Metal 3:
The bar under the picture is 20 µm long. Cells faint in the background.
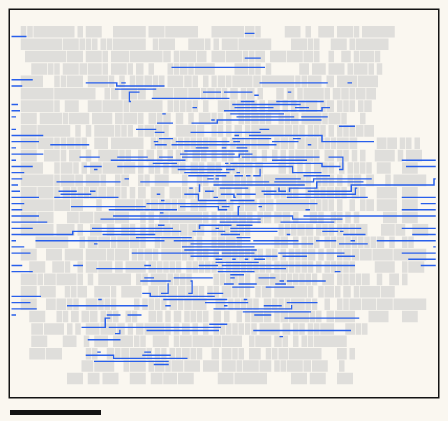
Close-up of the layout:
The bar under the picture is 10 µm long. Window x 51 to 91, y 1 to 41 µm. Cells in gray, sequential cells in the stronger gray; small squares are vias.
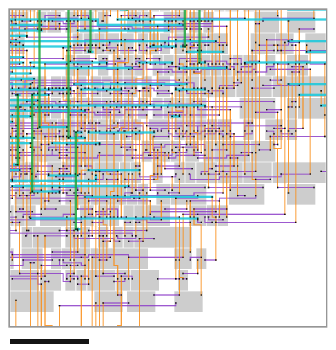
Routing congestion map:
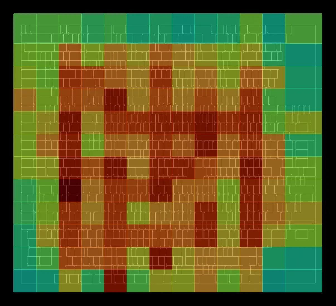
Selected gate families:
The bar under the picture is 20 µm long.
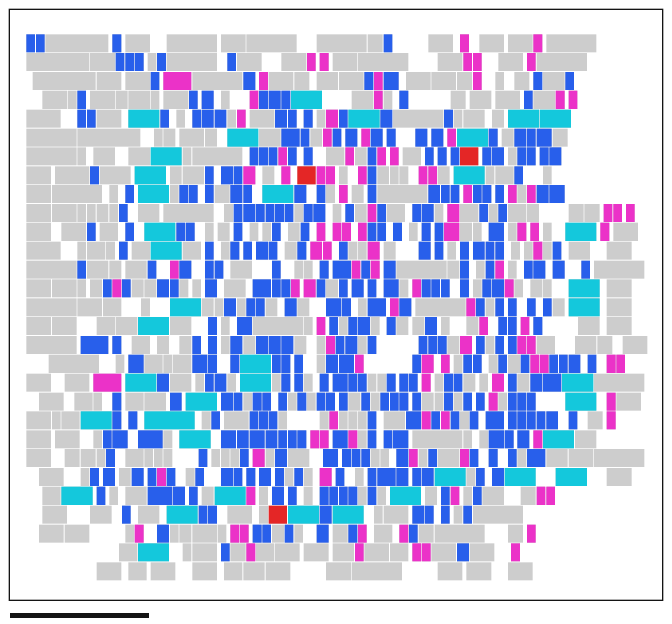
==> config.mk <==
export PLATFORM = sky130hd
export DESIGN_NAME = arm_alu
export DESIGN_NICKNAME = d
export VERILOG_FILES = /design/src/rtl/alu_pkg.sv /design/src/rtl/arm_alu_flagreg.sv /design/src/rtl/arm_alu.sv
export SDC_FILE = /design/constraint.sdc
export NUM_CORES = 1
export LEC_CHECK = 0
export ABC_AREA = 1
export CAP_MARGIN = 10
export CORE_ASPECT_RATIO = 0.9
export CORE_MARGIN = 2
export CORE_UTILIZATION = 54
export CTS_CLUSTER_SIZE = 28
export DETAILED_ROUTE_END_ITERATION = 10
export PLACE_DENSITY = 0.95
export SLEW_MARGIN = 5
export SYNTH_ARGS = -nofsm -noshare
export SYNTH_HDL_FRONTEND = slang
export SYNTH_HIERARCHICAL = 1
export SYNTH_SLANG_ARGS = --single-unit
==> constraint.sdc <==
create_clock -name clk -period 9.7 [get_ports clk]
set_input_delay 2.91 -clock clk [delete_from_list [all_inputs] [get_ports clk]]
set_output_delay 2.91 -clock clk [all_outputs]
set_load 0.1 [all_outputs]
==> src/rtl/alu_pkg.sv <==
// alu_pkg: ALUControl encodings and NZCV bit indices shared by the arm_alu slice
package alu_pkg;
  localparam logic [1:0] ALU_ADD = 2'b00;
  localparam logic [1:0] ALU_SUB = 2'b01;
  localparam logic [1:0] ALU_AND = 2'b10;
  localparam logic [1:0] ALU_ORR = 2'b11;
  localparam int FLAG_N = 3;
  localparam int FLAG_Z = 2;
  localparam int FLAG_C = 1;
  localparam int FLAG_V = 0;
endpackage

==> src/rtl/arm_alu_flagreg.sv <==
// arm_alu_flagreg: FlagWrite-gated NZ/CV status register (clk, reset_n async low, FlagWrite, ALUFlags -> Flags), sticky overflow Q when ALU_STICKY_OVF_EN
module arm_alu_flagreg
  import alu_pkg::*;
(
  input  logic       clk,
  input  logic       reset_n,
  input  logic [1:0] FlagWrite,
  input  logic [3:0] ALUFlags,
  output logic [3:0] Flags
`ifdef ALU_STICKY_OVF_EN
  ,
  output logic       Q
`endif
);
  always_ff @(posedge clk or negedge reset_n) begin
    if (!reset_n) Flags <= 4'b0000;
    else begin
      if (FlagWrite[1]) Flags[FLAG_N:FLAG_Z] <= ALUFlags[FLAG_N:FLAG_Z];
      if (FlagWrite[0]) Flags[FLAG_C:FLAG_V] <= ALUFlags[FLAG_C:FLAG_V];
    end
  end
`ifdef ALU_STICKY_OVF_EN
  always_ff @(posedge clk or negedge reset_n) begin
    if (!reset_n) Q <= 1'b0;
    else if (FlagWrite[0] && ALUFlags[FLAG_V]) Q <= 1'b1;
  end
`endif
endmodule

==> src/rtl/arm_alu.sv <==
// arm_alu: combinational ADD/SUB/AND/ORR with live NZCV (ALUResult, ALUFlags) plus registered Flags (clk, reset_n, FlagWrite); sticky overflow Q when ALU_STICKY_OVF_EN
module arm_alu
  import alu_pkg::*;
#(
  parameter int WIDTH = 32
) (
  input  logic             clk,
  input  logic             reset_n,
  input  logic [1:0]       ALUControl,
  input  logic [WIDTH-1:0] SrcA,
  input  logic [WIDTH-1:0] SrcB,
  input  logic [1:0]       FlagWrite,
  output logic [WIDTH-1:0] ALUResult,
  output logic [3:0]       ALUFlags,
  output logic [3:0]       Flags
`ifdef ALU_STICKY_OVF_EN
  ,
  output logic             Q
`endif
);
  logic             sub;
  logic             arith;
  logic [WIDTH-1:0] b;
  logic [WIDTH:0]   sum;
  always_comb begin
    sub   = ALUControl == ALU_SUB;
    arith = ALUControl == ALU_ADD || sub;
    b     = sub ? ~SrcB : SrcB;
    sum   = {1'b0, SrcA} + {1'b0, b} + {{WIDTH{1'b0}}, sub};
    ALUResult = ALUControl == ALU_AND ? SrcA & SrcB :
                ALUControl == ALU_ORR ? SrcA | SrcB : sum[WIDTH-1:0];
    ALUFlags = 4'b0000;
    ALUFlags[FLAG_N] = ALUResult[WIDTH-1];
    ALUFlags[FLAG_Z] = ~|ALUResult;
    ALUFlags[FLAG_C] = arith & sum[WIDTH];
    ALUFlags[FLAG_V] = arith & ~(SrcA[WIDTH-1] ^ SrcB[WIDTH-1] ^ sub) & (SrcA[WIDTH-1] ^ sum[WIDTH-1]);
  end
  arm_alu_flagreg u_flagreg (
    .clk      (clk),
    .reset_n  (reset_n),
    .FlagWrite(FlagWrite),
    .ALUFlags (ALUFlags),
    .Flags    (Flags)
`ifdef ALU_STICKY_OVF_EN
    ,
    .Q        (Q)
`endif
  );
endmodule

==> Table 3: Implementation characteristics <==
Physical design parameters

Parameter                              Value

Power and ir drop
  Clock network fraction of total power .................. 0.049
  Switching power as a share of total power .................. 0.638
  Total chip power .................. 0.711 mW
  Sequential group share of total power .................. 0.028
  Power consumed by the clock network .................. 0.0350 mW
  Largest power group .................. combinational logic
  Static Leak .................. 2.93 nW

Finish
  Logic gate fraction of the total cell area .................. 0.600
  Storage element area .................. 100 µm²
  Number of flip-flops in the largest register .................. 4
  Register containing the most flip-flops in the final layout .................. u_flagreg/Flags
  Final layout net count .................. 998
  Largest registers .................. u_flagreg/Flags (4)
  Share of final layout cell area taken by non-clock buffers .................. 0.257
  Layout area overhead .................. 38.4%
  Nonclk inv count .................. 139
  Combinational gate count .................. 627
  Antenna diode instance count .................. 0
  Number of filler cells placed in the layout .................. 532
  Share of the final layout cell area in sequential cells .................. 0.0184

STA
  Unrepaired setup endpoints after global routing .................. false

Global route
  Vias in the first global route .................. 5,375
  Largest net degree at the start of global routing .................. 26
  Global routing usage on met3 .................. 0.0577
  Total grt overflow .................. 0

Synthesis
  Chip Area, Yosys .................. 3940 µm²
  Mean post-synth cell area .................. 5.04 µm²
  Top cell types by occurrence after synthesis .................. nand2_1, inv_1, nor2_1, nand3_1, ha_1
  Gate count of the mapped netlist .................. 782
  Count of flip-flops with a built-in enable after synthesis .................. 0
  Yosys warning total .................. 6
  Top logic family .................. simple AND/OR/NAND/NOR gates
  Share of synthesized cell area in and, or, nand and nor gates .................. 0.501
  Fraction of synthesized cell area in xor and xnor cells .................. 0.0734

Floorplanning
  Number of top-level design ports .................. 110
  Tapcells .................. 93
  Die width .................. 94.0 µm

Worst setup path
  Startpoint type of the worst setup path .................. input pin
  Highest fanout seen on the critical path .................. 20
  Maximum single-stage delay on the critical path .................. 530 ps
  Start-to-end type of the worst setup path .................. input pin to primary output
  FF-to-FF End .................. u_flagreg/Flags[3]$_DFFE_PN0P_
  Combined buffer and inverter count along the critical path .................. 5
  Path depth of the worst reg2reg path .................. 2
  Reg2Reg Setup Slack .................. 9090 ps

CTS
  Hold buffer count at CTS .................. 0
  Number of buffers inserted by post-CTS setup repair .................. 0
  Clock input transition at the sequential cells of the worst setup and hold paths .................. 30 ps
  Library cell used as clock root buffer .................. clkbuf_8
  Total CTS buffers .................. 3
  Number of sinks on the clock net .................. 4

Route
  Wire length on met2 .................. 6730 µm
  Total wirelength of the detailed-routed design .................. 14,700 µm
  Iteration tally of the first detailed-router pass .................. 7
  Routed vias/inst .................. 5.80
  Number of nets with antenna violations after detailed routing .................. 0
  Met3 wirelength from detailed routing .................. 1960 µm
  Iteration-0 DRC count of the detailed router .................. 688

Place
  Area of placed instances .................. 5410 µm²
  Pre-CTS setup slack .................. 345 ps
  Dpl cells .................. 977

Outcome
  Status .................. completed

Hold path
  Startpoint of the most critical hold path .................. u_flagreg/Flags[2]$_DFFE_PN0P_
  Depth of the worst hold-timing path .................. 2
## Picture notes: 'metal 3'
share of all routed wire = 13%
wire length on this layer = 1,960 µm
longest straight run = 41.4 µm
nets with wire on the layer = 193
main direction = horizontal

## Picture notes: 'close-up of the layout'
purple -> met1
cyan -> met3
orange -> met2
green -> met4
sequential cells in the window = 0
most frequent = nand2_1 (63), nor2_1 (26), inv_1 (25)
cells with their middle in the window = 185

## Picture notes: 'routing congestion map'
met2 Resource Use GR: 0.616
routed wire length per instance: 15.0 µm
Layout Utilization: 0.771

## Picture notes: 'selected gate families'
red -> AND-OR and OR-AND gates  # cells 3
magenta -> NOR gates  # cells 110
blue -> NAND gates  # cells 359
cyan -> adder and majority cells  # cells 39, where spread over the die

Power and IR drop assume default switching activity.
